Run 1, wires at chosen ports, followed through buffers:
Scale bar: 20 um.
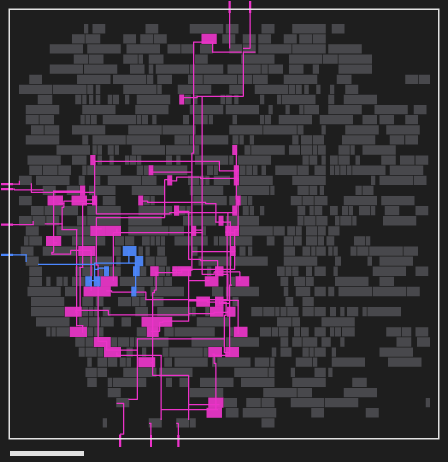
Run 1, sequential cells coloured by netlist name:
Scale bar: 20 um. Other sequential cells in the stronger grey, the rest of the logic in the fainter grey.
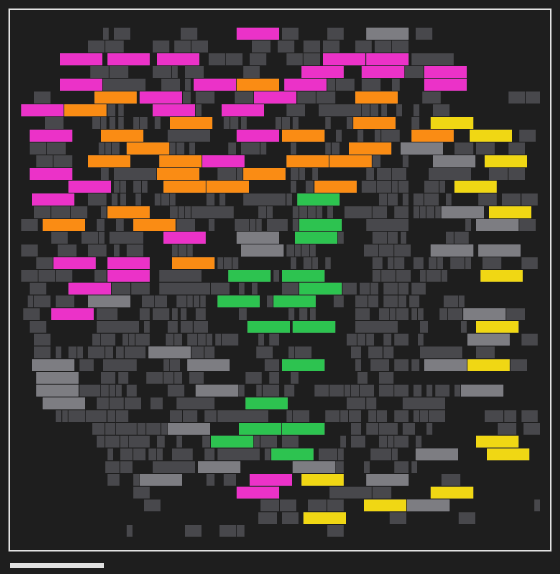
Run 1, zoomed window:
Scale bar: 10 um. Region (16, 16) to (41, 41) um. Cells in grey, sequential cells in the stronger grey; small squares are vias.
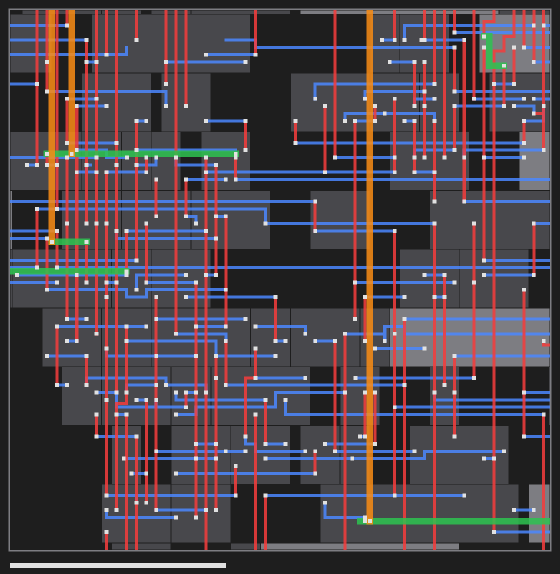
**src/rtl/loader_pkg.sv**
```systemverilog
// loader_pkg: shared state encoding and stream-format constants for the program loader
package loader_pkg;
  typedef enum logic [2:0] {IDLE, HDR0, HDR1, DATA, CSUM, DONE, ERR} state_t;
  localparam int HDR_LEN = 2;
  localparam int CSUM_W = 8;
endpackage

```
**src/rtl/byte_packer.sv**
```systemverilog
// byte_packer: assembles four consecutive bytes into a little-endian 32-bit word
module byte_packer (
  input  logic        clk,
  input  logic        rst,
  input  logic        clear,
  input  logic        en,
  input  logic [7:0]  data,
  output logic        word_valid,
  output logic [31:0] word
);
  logic [1:0] lane;
  logic [23:0] sr;
  assign word_valid = en && lane == 2'd3;
  assign word = {data, sr};
  // lane counter and shift register holding the three lower bytes of the word
  always_ff @(posedge clk or posedge rst)
    if (rst) begin
      lane <= '0;
      sr <= '0;
    end else if (clear) begin
      lane <= '0;
      sr <= '0;
    end else if (en) begin
      lane <= lane + 2'd1;
      sr <= {data, sr[23:8]};
    end
endmodule

```
**src/rtl/imem_loader.sv**
```systemverilog
// imem_loader: loads a checksummed byte-stream image into instruction memory, holding the core in reset until done
module imem_loader
  import loader_pkg::*;
#(
  parameter int ADDR_WIDTH = 16,
  parameter int DATA_WIDTH = 32,
  parameter int BASE_ADDR  = 0
) (
  input  logic                  clk,
  input  logic                  rst,
  input  logic                  start,
  input  logic                  in_valid,
  input  logic [7:0]            in_data,
  output logic                  in_ready,
  output logic                  mem_wen,
  output logic [ADDR_WIDTH-1:0] mem_addr,
  output logic [DATA_WIDTH-1:0] mem_wdata,
  output logic                  busy,
  output logic                  done,
  output logic                  error,
  output logic                  cpu_hold
);
  localparam int MAX_WORDS = (1 << (ADDR_WIDTH - 2)) - BASE_ADDR / 4;
  localparam int WC_W = 8 * HDR_LEN;
  state_t state, next;
  logic [WC_W-1:0] wc, n_hdr;
  logic [ADDR_WIDTH-3:0] word_idx;
  logic [CSUM_W-1:0] csum, csum_next;
  logic accept, word_valid, last_word;
  logic [31:0] word;
  assign in_ready = state inside {HDR0, HDR1, DATA, CSUM};
  assign busy = in_ready;
  assign done = state == DONE;
  assign error = state == ERR;
  assign cpu_hold = !done;
  assign accept = in_valid && in_ready;
  assign n_hdr = {in_data, wc[7:0]};
  assign csum_next = csum + in_data;
  assign last_word = 32'(word_idx) + 1 == 32'(wc);
  byte_packer u_packer (
    .clk(clk),
    .rst(rst),
    .clear(start),
    .en(accept && state == DATA),
    .data(in_data),
    .word_valid(word_valid),
    .word(word)
  );
  // next-state: stream parsing, with start overriding everything as a restart/abort
  always_comb begin
    next = state;
    case (state)
      HDR0: next = accept ? HDR1 : HDR0;
      HDR1: next = !accept ? HDR1 : 32'(n_hdr) > MAX_WORDS ? ERR : n_hdr == '0 ? CSUM : DATA;
      DATA: next = word_valid && last_word ? CSUM : DATA;
      CSUM: next = !accept ? CSUM : csum_next == '0 ? DONE : ERR;
      default: next = state;
    endcase
    if (start) next = HDR0;
  end
  // state, counters, checksum and registered write port; start discards the byte on its edge
  always_ff @(posedge clk or posedge rst)
    if (rst) begin
      state <= IDLE;
      wc <= '0;
      word_idx <= '0;
      csum <= '0;
      mem_wen <= 1'b0;
      mem_addr <= '0;
      mem_wdata <= '0;
    end else begin
      state <= next;
      mem_wen <= word_valid && !start;
      if (start) begin
        wc <= '0;
        word_idx <= '0;
        csum <= '0;
      end else begin
        if (accept) csum <= csum_next;
        if (accept && state == HDR0) wc[7:0] <= in_data;
        if (accept && state == HDR1) wc[WC_W-1:8] <= in_data;
        if (word_valid) begin
          word_idx <= word_idx + 1'b1;
          mem_addr <= ADDR_WIDTH'(BASE_ADDR) + {word_idx, 2'b00};
          mem_wdata <= DATA_WIDTH'(word);
        end
      end
    end
endmodule

```
**config.mk**
```make
export PLATFORM = sky130hd
export DESIGN_NAME = imem_loader
export DESIGN_NICKNAME = d
export VERILOG_FILES = /design/src/rtl/loader_pkg.sv /design/src/rtl/byte_packer.sv /design/src/rtl/imem_loader.sv
export SDC_FILE = /design/constraint.sdc
export NUM_CORES = 1
export LEC_CHECK = 0
export CAP_MARGIN = 20
export CORE_MARGIN = 2
export CORE_UTILIZATION = 45
export CTS_CLUSTER_SIZE = 28
export DETAILED_ROUTE_END_ITERATION = 10
export PLACE_DENSITY = 0.63
export SLEW_MARGIN = 30
export SYNTH_ARGS = -nofsm -noshare
export SYNTH_HDL_FRONTEND = slang
export SYNTH_SLANG_ARGS = --single-unit
```
**constraint.sdc**
```tcl
create_clock -name clk -period 4.8 [get_ports clk]
set_clock_uncertainty 0.2 [all_clocks]
set_input_delay 0.72 -clock clk [delete_from_list [all_inputs] [get_ports clk]]
set_output_delay 0.72 -clock clk [all_outputs]
set_load 0.01 [all_outputs]
```
==> flow_summary.json, run 1 <==
{
  "power.density_nw_per_um2": 351,
  "worst_path_required_time_ns": 4.90,
  "globalRoute.busiestLayer": "met2",
  "timing.rr.end": "state[0]",
  "antenna_cells_inserted": 0,
  "dp_hpwl_mm": 7.89,
  "gr-usage-met3_pct": 5.32,
  "core_area_sq_um": 12100,
  "post_cts_resize_count": 0,
  "synth-seq-cells": 114,
  "finalClockPeriodUsage_pct": 68.9,
  "worstSetupStartpointType": "primary input",
  "hold_viol_final": 0,
  "num_rows": 40,
  "crit_path_cell_trace": "clkdlybuf4s50_1 -> ha_1 -> fa_1 -> a211oi_1 -> nor2_1 -> xor2_1 -> nor4_1 -> a31oi_1 -> o311a_1",
  "htree_num_levels": 4,
  "cts_root_buffer": "clkbuf_16",
  "yosys-stat-area_sq_um": 5570,
  "instances_no_fill": 766,
  "synth.yosys.warnings": 0,
  "worst_hold_path_stage_count": 1,
  "unrepaired_setup_endpoints_after_global_routing": "false",
  "maximum_number_of_pins_on_one_net_before_global_route_repair": 76,
  "end_kind": "register",
  "routed-via-count": 4064,
  "layout-drive-gt1-share_pct": 14.4,
  "avgRoutedWirePerCell_um": 15.6,
  "grt_overflow_total": 0,
  "cts.clk_slew.worst_paths_ns": 0.05,
  "totalNegativeSetupSlack_ns": 0,
  "maxSlewHeadroom_pct": 44.1,
  "synth_top_cell_by_count": "dfrtp_1",
  "log.warning_count": 26,
  "antenna_found_initial": 0,
  "crit_fanout": 6,
  "clockBufferDepth": 2,
  "cts_inserted_buffers": 17,
  "status": "complete, no violations",
  "biggest_area_contributors_in_the_synthesized_netlist": "dfrtp_1 51%, mux2_2 9.3%, nand2_1 5.6%, a21oi_1 3.9%, xnor2_1 3.5%",
  "grt.met2_usage_pct": 29.6,
  "postCtsHoldBufs": 0,
  "die_w_um": 115,
  "routed_wirelength_mm": 12.0,
  "reg2reg_from": "state[0]",
  "worst_slew_pin_slew_ns": 0.837,
  "synth.yosys.num_cells": 535,
  "holdPathEnd": "mem_addr[15]",
  "antenna_violating_nets_post_route": 0,
  "number_of_distinct_library_cell_variants_in_the_gate_level_netlist_after_synthesis": 55,
  "finish.net_count": 608,
  "static-leakage-power_nw": 3.01,
  "grt_met1_use_pct": 27.8,
  "critical_path_arrival_ns": 3.41,
  "min_period_ns": 3.31,
  "first_global_vias": 4068,
  "critical_path_buf_inv_count": 1,
  "synthArstFlopShare_pct": 100,
  "timing.reg2reg.worst_path_depth": 7,
  "post_synth_most_frequent_cells": "114 x dfrtp_1, 83 x nand2_1, 46 x mux2_2, 43 x a21oi_1, 43 x nor2_1",
  "fp.dieArea_sq_um": 13300,
  "seq_area_frac_synth_pct": 51.3,
  "synthDominantCellAreaShare_pct": 51.3,
  "worst_path_max_delay_cell": "clkdlybuf4s50_1",
  "post_synth.cell_area_avg_sq_um": 10.4,
  "first_pass_iters": 4,
  "drcViolationCount": 0,
  "die.size.y_um": 115,
  "globalplace.congestion": 0.839,
  "min_path_type": "register to register",
  "drt-vias-per-instance": 5.31,
  "synthFlopType": "dfrtp_1",
  "grt_pass1_wl_mm": 20.5,
  "grtUsageTotal_pct": 20.0,
  "drt-initial-drc-count": 168,
  "maxSlewViolCount": 0,
  "finalSetupViolCount": 0,
  "synthesized_area_sq_um": 5570,
  "edf_count": 0,
  "area_delta_synth_final_pct": 22.8,
  "holdCritStartpoint": "mem_addr[15]",
  "syn-instance-count": 535,
  "cts_tree": "built",
  "irDropWorstVdd_uv": 193,
  "drv_cap": 0,
  "place.detailed.instances": 735,
  "synthDominantAreaCellType": "dfrtp_1",
  "worst_path_dominant_cell_family": "adder cells",
  "core_util_floorplan_pct": 46.1,
  "clock_latency_ns": 0.41,
  "critPathKind": "primary input to register",
  "ff2ff_setup_slack_ns": 1.87,
  "critPathMaxStageDelay_ns": 0.58,
  "cts_post_setup_buffers_inserted": 0,
  "clock_sinks": 114,
  "achievable-frequency_mhz": 302
}
-- 'wires at chosen ports, followed through buffers' (at the start) --
Blue shows in_valid, direction input, edge west, end cells 7, buffers 1, wire 55.9 um. Magenta shows in_data, direction input, edge 3 west, 3 south, 2 north, end cells 48, buffers 8, wire 1160 um.
boundary pin count: 66
port buffer count: 63

-- 'sequential cells coloured by netlist name' (at the start) --
Orange shows u_packer.sr, flops 24. Magenta shows mem_wdata, flops 32. Yellow shows mem_addr, flops 14. Green shows wc, flops 16.
Another 28 sequential cells are not coloured.
final core utilization: 56.7%
Seq area share: 41.7%
total sequential power: 1.01 mW

-- 'zoomed window' (at the start) --
Orange shows met4. Blue shows met1. Green shows met3. Red shows met2.
Most frequent: ha_1 (5). Sequential cells in the window: 1. Netlist names of flops here include csum (1). 48 logic cells have their middle in the window.

==> run 1: placed cells by master, fill, tap and decap left out, types with 5 or more instances in the layout <==
cell type | Yosys | routed
a21oi_1 | 43 | 43
and2_1 | 5 | 5
and3_1 | 5 | 5
and4_1 | 5 | 5
clkbuf_16 | 0 | 17
clkdlybuf4s50_1 | 0 | 62
clkinv_2 | 0 | 5
dfrtp_1 | 114 | 114
ha_1 | 9 | 9
inv_1 | 9 | 8
mux2_2 | 46 | 46
mux2i_1 | 15 | 15
nand2_1 | 83 | 83
nand3_1 | 13 | 13
nand4_1 | 6 | 6
nor2_1 | 43 | 42
nor2b_1 | 6 | 6
nor4_1 | 5 | 5
o21ai_0 | 8 | 8
xnor2_1 | 22 | 22
xor2_1 | 13 | 13
==> run 1: per-stage QoR <==
step           setup WS, ns  power (mW)  util [%]  hold slack (ns)  cell area, sq um
2_1_floorplan         0.864        1.18         -            0.279              5570
3_3_place_gp           1.14        1.23      52.1            0.288              6280
3_5_place_dp           1.09        1.24      52.1            0.295              6280
4_1_cts                1.52        2.43      56.7            0.306              6830
5_1_grt                1.35        2.51      56.7            0.313              6840
6_report               1.49        2.40      56.7            0.302              6840
==> run 1: kinds of logic after synthesis <==
logic type                 Yosys count  share of synthesized area (%)
AOI/OAI and AO/OA                   76                           8.23
xor gates and xnor gates            37                           6.21
adders and majority gates           10                           2.38
buffers and inverters               46                           3.89
DFF                                114                           51.3
muxes                               61                           12.0
other                                1                         0.0674
and+or+nand+nor                    190                           16.0
==> run 1: worst max path at each step <==
stage	from	to	slack (ns)	cells after the start
after floorplan	rst	csum[0]	0.86	1
after global placement	in_data[0]	state[1]	1.14	9
after detailed placement	in_valid	state[0]	1.09	8
after CTS	in_valid	state[0]	1.52	8
after global routing	in_data[0]	state[1]	1.35	8
final	in_data[0]	state[1]	1.49	9
==> run 1: report_power, final <==
| part | leakage [nW] | internal [mW] | switching (mW) |
|---|---|---|---|
| Combinational | 1.17 | 0.0868 | 0.128 |
| Sequential | 1.58 | 0.984 | 0.0230 |
| Clock | 0.261 | 0.753 | 0.429 |
==> run 1: flip-flops by register name (all words and copies together) (netlist names) <==
name           flops
csum               8
mem_addr          14
mem_wdata         32
mem_wen            1
state              3
u_packer.lane      2
u_packer.sr       24
wc                16
word_idx          14
==> run 1: layer usage <==
layer | up-vias | share of wire [%]
met3 | 27 | 4.2
met2 | 99 | 46
li1 | 1944 | -
met1 | 1994 | 48
met5 | - | 0
met4 | 0 | 2.5
==> run 1: final cells by class <==
cell class / instances / area, sq um
Timing Repair Buffer: 68 / 676
Clock buffer: 20 / 437
Multi-Input combinational cell: 376 / 2510
Fill cell: 1039 / 5230
Sequential cell: 114 / 2850
Clock inverter: 11 / 115
Tap cell: 168 / 210
Inverter: 9 / 38.8
==> run 2, diff against run 1 <==
--- a/config.mk
+++ b/config.mk
@@ -10,7 +10,7 @@
 export CORE_UTILIZATION = 45
 export CTS_CLUSTER_SIZE = 28
 export DETAILED_ROUTE_END_ITERATION = 10
-export PLACE_DENSITY = 0.63
+export PLACE_DENSITY = 0.65
 export SLEW_MARGIN = 30
 export SYNTH_ARGS = -nofsm -noshare
 export SYNTH_HDL_FRONTEND = slang
==> constraint.sdc (replaced) <==
create_clock -name clk -period 2.73 [get_ports clk]
set_clock_uncertainty 0.2 [all_clocks]
set_input_delay 0.4095 -clock clk [delete_from_list [all_inputs] [get_ports clk]]
set_output_delay 0.4095 -clock clk [all_outputs]
set_load 0.01 [all_outputs]
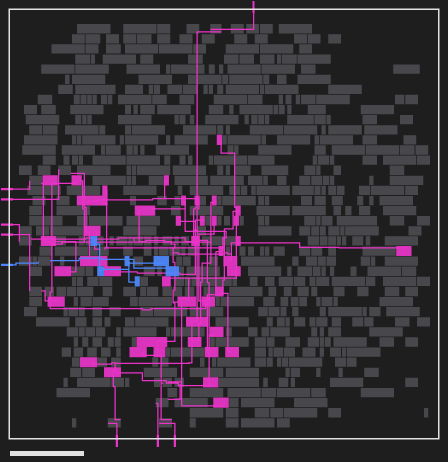
Run 2: wires at chosen ports, followed through buffers
Scale bar: 20 um.
Blue shows in_valid, direction input, edge west, end cells 7, buffers 2, wire 78.9 um. Magenta shows in_data, direction input, edge 4 west, 3 south, 1 north, end cells 48, buffers 17, wire 1190 um.

==> flow_summary.json, run 2 <==
{
  "status": "complete, no violations",
  "max_reg_flops": 32,
  "ioPinCount": 66,
  "achievable-frequency_mhz": 379,
  "setup_ws_ns": 0.0905,
  "clock_latency_ns": 0.41,
  "totalNegativeSetupSlack_ns": 0,
  "maxSlewHeadroom_pct": 56.3,
  "worst_slew_pin_slew_ns": 0.654,
  "irDropWorstVdd_uv": 359,
  "drv_cap": 0,
  "end_kind": "output pin",
  "clock_sinks": 114,
  "finish.net_count": 643,
  "maximum_number_of_pins_on_one_net_before_global_route_repair": 55,
  "port_buffers": 63,
  "synth_top_cell_by_count": "dfrtp_1",
  "biggest_area_contributors_in_the_synthesized_netlist": "dfrtp_1 51%, mux2_2 9.3%, nand2_1 5.6%, a21oi_1 3.9%, xnor2_1 3.5%",
  "globalRoute.busiestLayer": "met2",
  "antenna_violating_nets_post_route": 0,
  "globalplace.congestion": 0.917,
  "static-leakage-power_nw": 3.24,
  "finalClockPeriodUsage_pct": 96.7,
  "area_delta_synth_final_pct": 30.3,
  "synth.yosys.warnings": 0,
  "critical_path_arrival_ns": 2.03,
  "avgRoutedWirePerCell_um": 16.0,
  "gr-usage-met3_pct": 5.59,
  "postCtsHoldBufs": 0,
  "grt_met1_use_pct": 28.0,
  "placement.setup.worst_slack_ns": -0.549,
  "worst_path_dominant_cell_family": "buffers and inverters",
  "clockBufferDepth": 2,
  "drcViolationCount": 0,
  "synthesized_area_sq_um": 5570,
  "finalSetupViolCount": 0,
  "core_util_floorplan_pct": 46.1,
  "seq_area_frac_synth_pct": 51.3,
  "routed_wirelength_mm": 12.8,
  "post_synth_most_frequent_cells": "114 x dfrtp_1, 83 x nand2_1, 46 x mux2_2, 43 x a21oi_1, 43 x nor2_1",
  "worstSetupStartpointType": "register",
  "number_of_distinct_library_cell_variants_in_the_gate_level_netlist_after_synthesis": 55,
  "largestRegisters": "mem_wdata: 32 flops, u_packer.sr: 24 flops, wc: 16 flops",
  "critical_path_buf_inv_count": 2,
  "cts_inserted_buffers": 17,
  "cts_tree": "built",
  "synth.yosys.num_cells": 535,
  "maxSlewViolCount": 0,
  "drt-vias-per-instance": 5.33,
  "crit_path_cell_trace": "buf_4 -> xnor2_1 -> clkdlybuf4s50_1",
  "synthFlopType": "dfrtp_1",
  "min_period_ns": 2.64,
  "die.size.y_um": 115,
  "routed-via-count": 4278,
  "core_area_sq_um": 12100,
  "syn-instance-count": 535,
  "holdWs_ns": 0.124,
  "cts_root_buffer": "clkbuf_16",
  "num_rows": 40,
  "first_pass_iters": 4,
  "critPathKind": "register to output pin",
  "post_synth.cell_area_avg_sq_um": 10.4,
  "largest_register": "mem_wdata",
  "edf_count": 0,
  "log.warning_count": 26,
  "first_global_vias": 4425,
  "grt_overflow_total": 0,
  "die_w_um": 115,
  "grt_pass1_wl_mm": 21.8,
  "synthArstFlopShare_pct": 100,
  "htree_num_levels": 4,
  "synth-seq-cells": 114,
  "power.density_nw_per_um2": 632,
  "antenna_found_initial": 0,
  "worst_path_max_delay_cell": "clkdlybuf4s50_1",
  "drt-initial-drc-count": 246,
  "unrepaired_setup_endpoints_after_global_routing": "false",
  "synthDominantAreaCellType": "dfrtp_1",
  "dp_hpwl_mm": 8.81,
  "fp.dieArea_sq_um": 13300,
  "yosys-stat-area_sq_um": 5570,
  "synthDominantCellAreaShare_pct": 51.3,
  "grtUsageTotal_pct": 21.2,
  "antenna_cells_inserted": 0,
  "min_path_type": "primary input to register",
  "worst_path_required_time_ns": 2.12,
  "grt.met2_usage_pct": 33.3,
  "layout-drive-gt1-share_pct": 20.5,
  "layout.cells.most_common_list": "114 x dfrtp_1, 83 x nand2_1, 61 x clkdlybuf4s50_1, 46 x mux2_2, 43 x a21oi_1",
  "critPathMaxStageDelay_ns": 0.64,
  "crit_fanout": 6,
  "cts.clk_slew.worst_paths_ns": 0.05,
  "hold_viol_final": 0
}
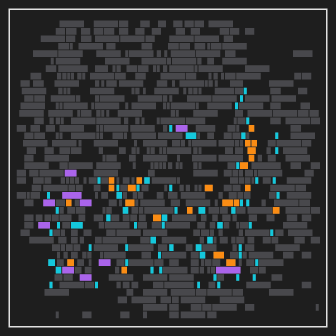
Run 2: selected gate families
Purple shows adder and majority cells, cells 10, most used ha_1. Orange shows AND and OR gates, cells 23, most used and2_1. Cyan shows NOR gates, cells 60, most used nor2_1.
most common cell after layout, fill and taps aside: dfrtp_1
combinational fraction of the cell area: 35.0%
final cell count without fillers: 802

[run 2: worst reg2reg max path, stage by stage (launching register included)]
cell and delay [ns]:
dfrtp_1 0.41, ha_4 0.26, xor2_1 0.17, a2111oi_2 0.34, nand3_1 0.12, a2111o_1 0.30, or4_4 0.46, a31o_1 0.24
[run 2: power breakdown]
group          switching, mW  internal, mW
clock                  0.783          1.58
combinational          0.259         0.204
sequential            0.0312          1.73
[run 2: timing repair]
| action | in CTS | in global routing |
|---|---|---|
| pin swaps | 0 | 1 |
| setup buffers | 0 | 0 |
| resized | 4 | 4 |
| endpoints found under the setup margin | 2 | 2 |
| endpoints found under the hold margin | 0 | 0 |
[run 2: layout make-up]
cell class / count / area (sq um)
flip-flops and latches: 114 / 2850
multi-input cells: 376 / 2540
clock inverters: 12 / 180
repair buffers: 103 / 975
well taps: 168 / 210
fillers: 1013 / 4810
inverters: 9 / 37.5
clock buffers: 20 / 457
[run 2: final timing paths]
kind / cells past startpoint / slack (ns) / startpoint / endpoint
max in group asynchronous: 3 / 1.41 / rst / wc[1]
setup / recovery: 3 / 0.09 / state[2] / busy
hold reg to reg: 1 / 0.30 / mem_addr[7] / mem_addr[7]
min in group asynchronous: 2 / 0.24 / rst / mem_wdata[8]
setup reg to reg: 7 / 0.13 / word_idx[0] / state[0]
hold / removal: 2 / 0.12 / start / wc[6]
[run 2: logic make-up after synthesis]
family	share of synthesized area (%)
flip-flops	51.3
other	0.0674
adder cells (fa/ha/maj)	2.38
XOR/XNOR	6.21
multiplexers	12.0
AND/OR/NAND/NOR	16.0
AND-OR/OR-AND	8.23
buffers and inverters	3.89
[run 2: per-stage QoR]
step | instance area (sq um) | utilization (%) | total power, mW | instances
2_1_floorplan | 5570 | - | 2.07 | 536
6_report | 7250 | 60.1 | 4.58 | 802
5_1_grt | 7250 | 60.1 | 4.75 | 802
3_5_place_dp | 6580 | 54.6 | 2.24 | 770
4_1_cts | 7230 | 60.0 | 4.62 | 802
3_3_place_gp | 6580 | 54.6 | 2.23 | 770
[run 2: layer usage]
metal	wire length [um]	vias up	share of wire, %
met5	0	-	0
met3	611	25	4.8
li1	-	2016	-
met2	6150	118	48
met4	280	0	2.2
met1	5750	2119	45
Power figures rest on the tool's default switching activity, not on a simulated workload.
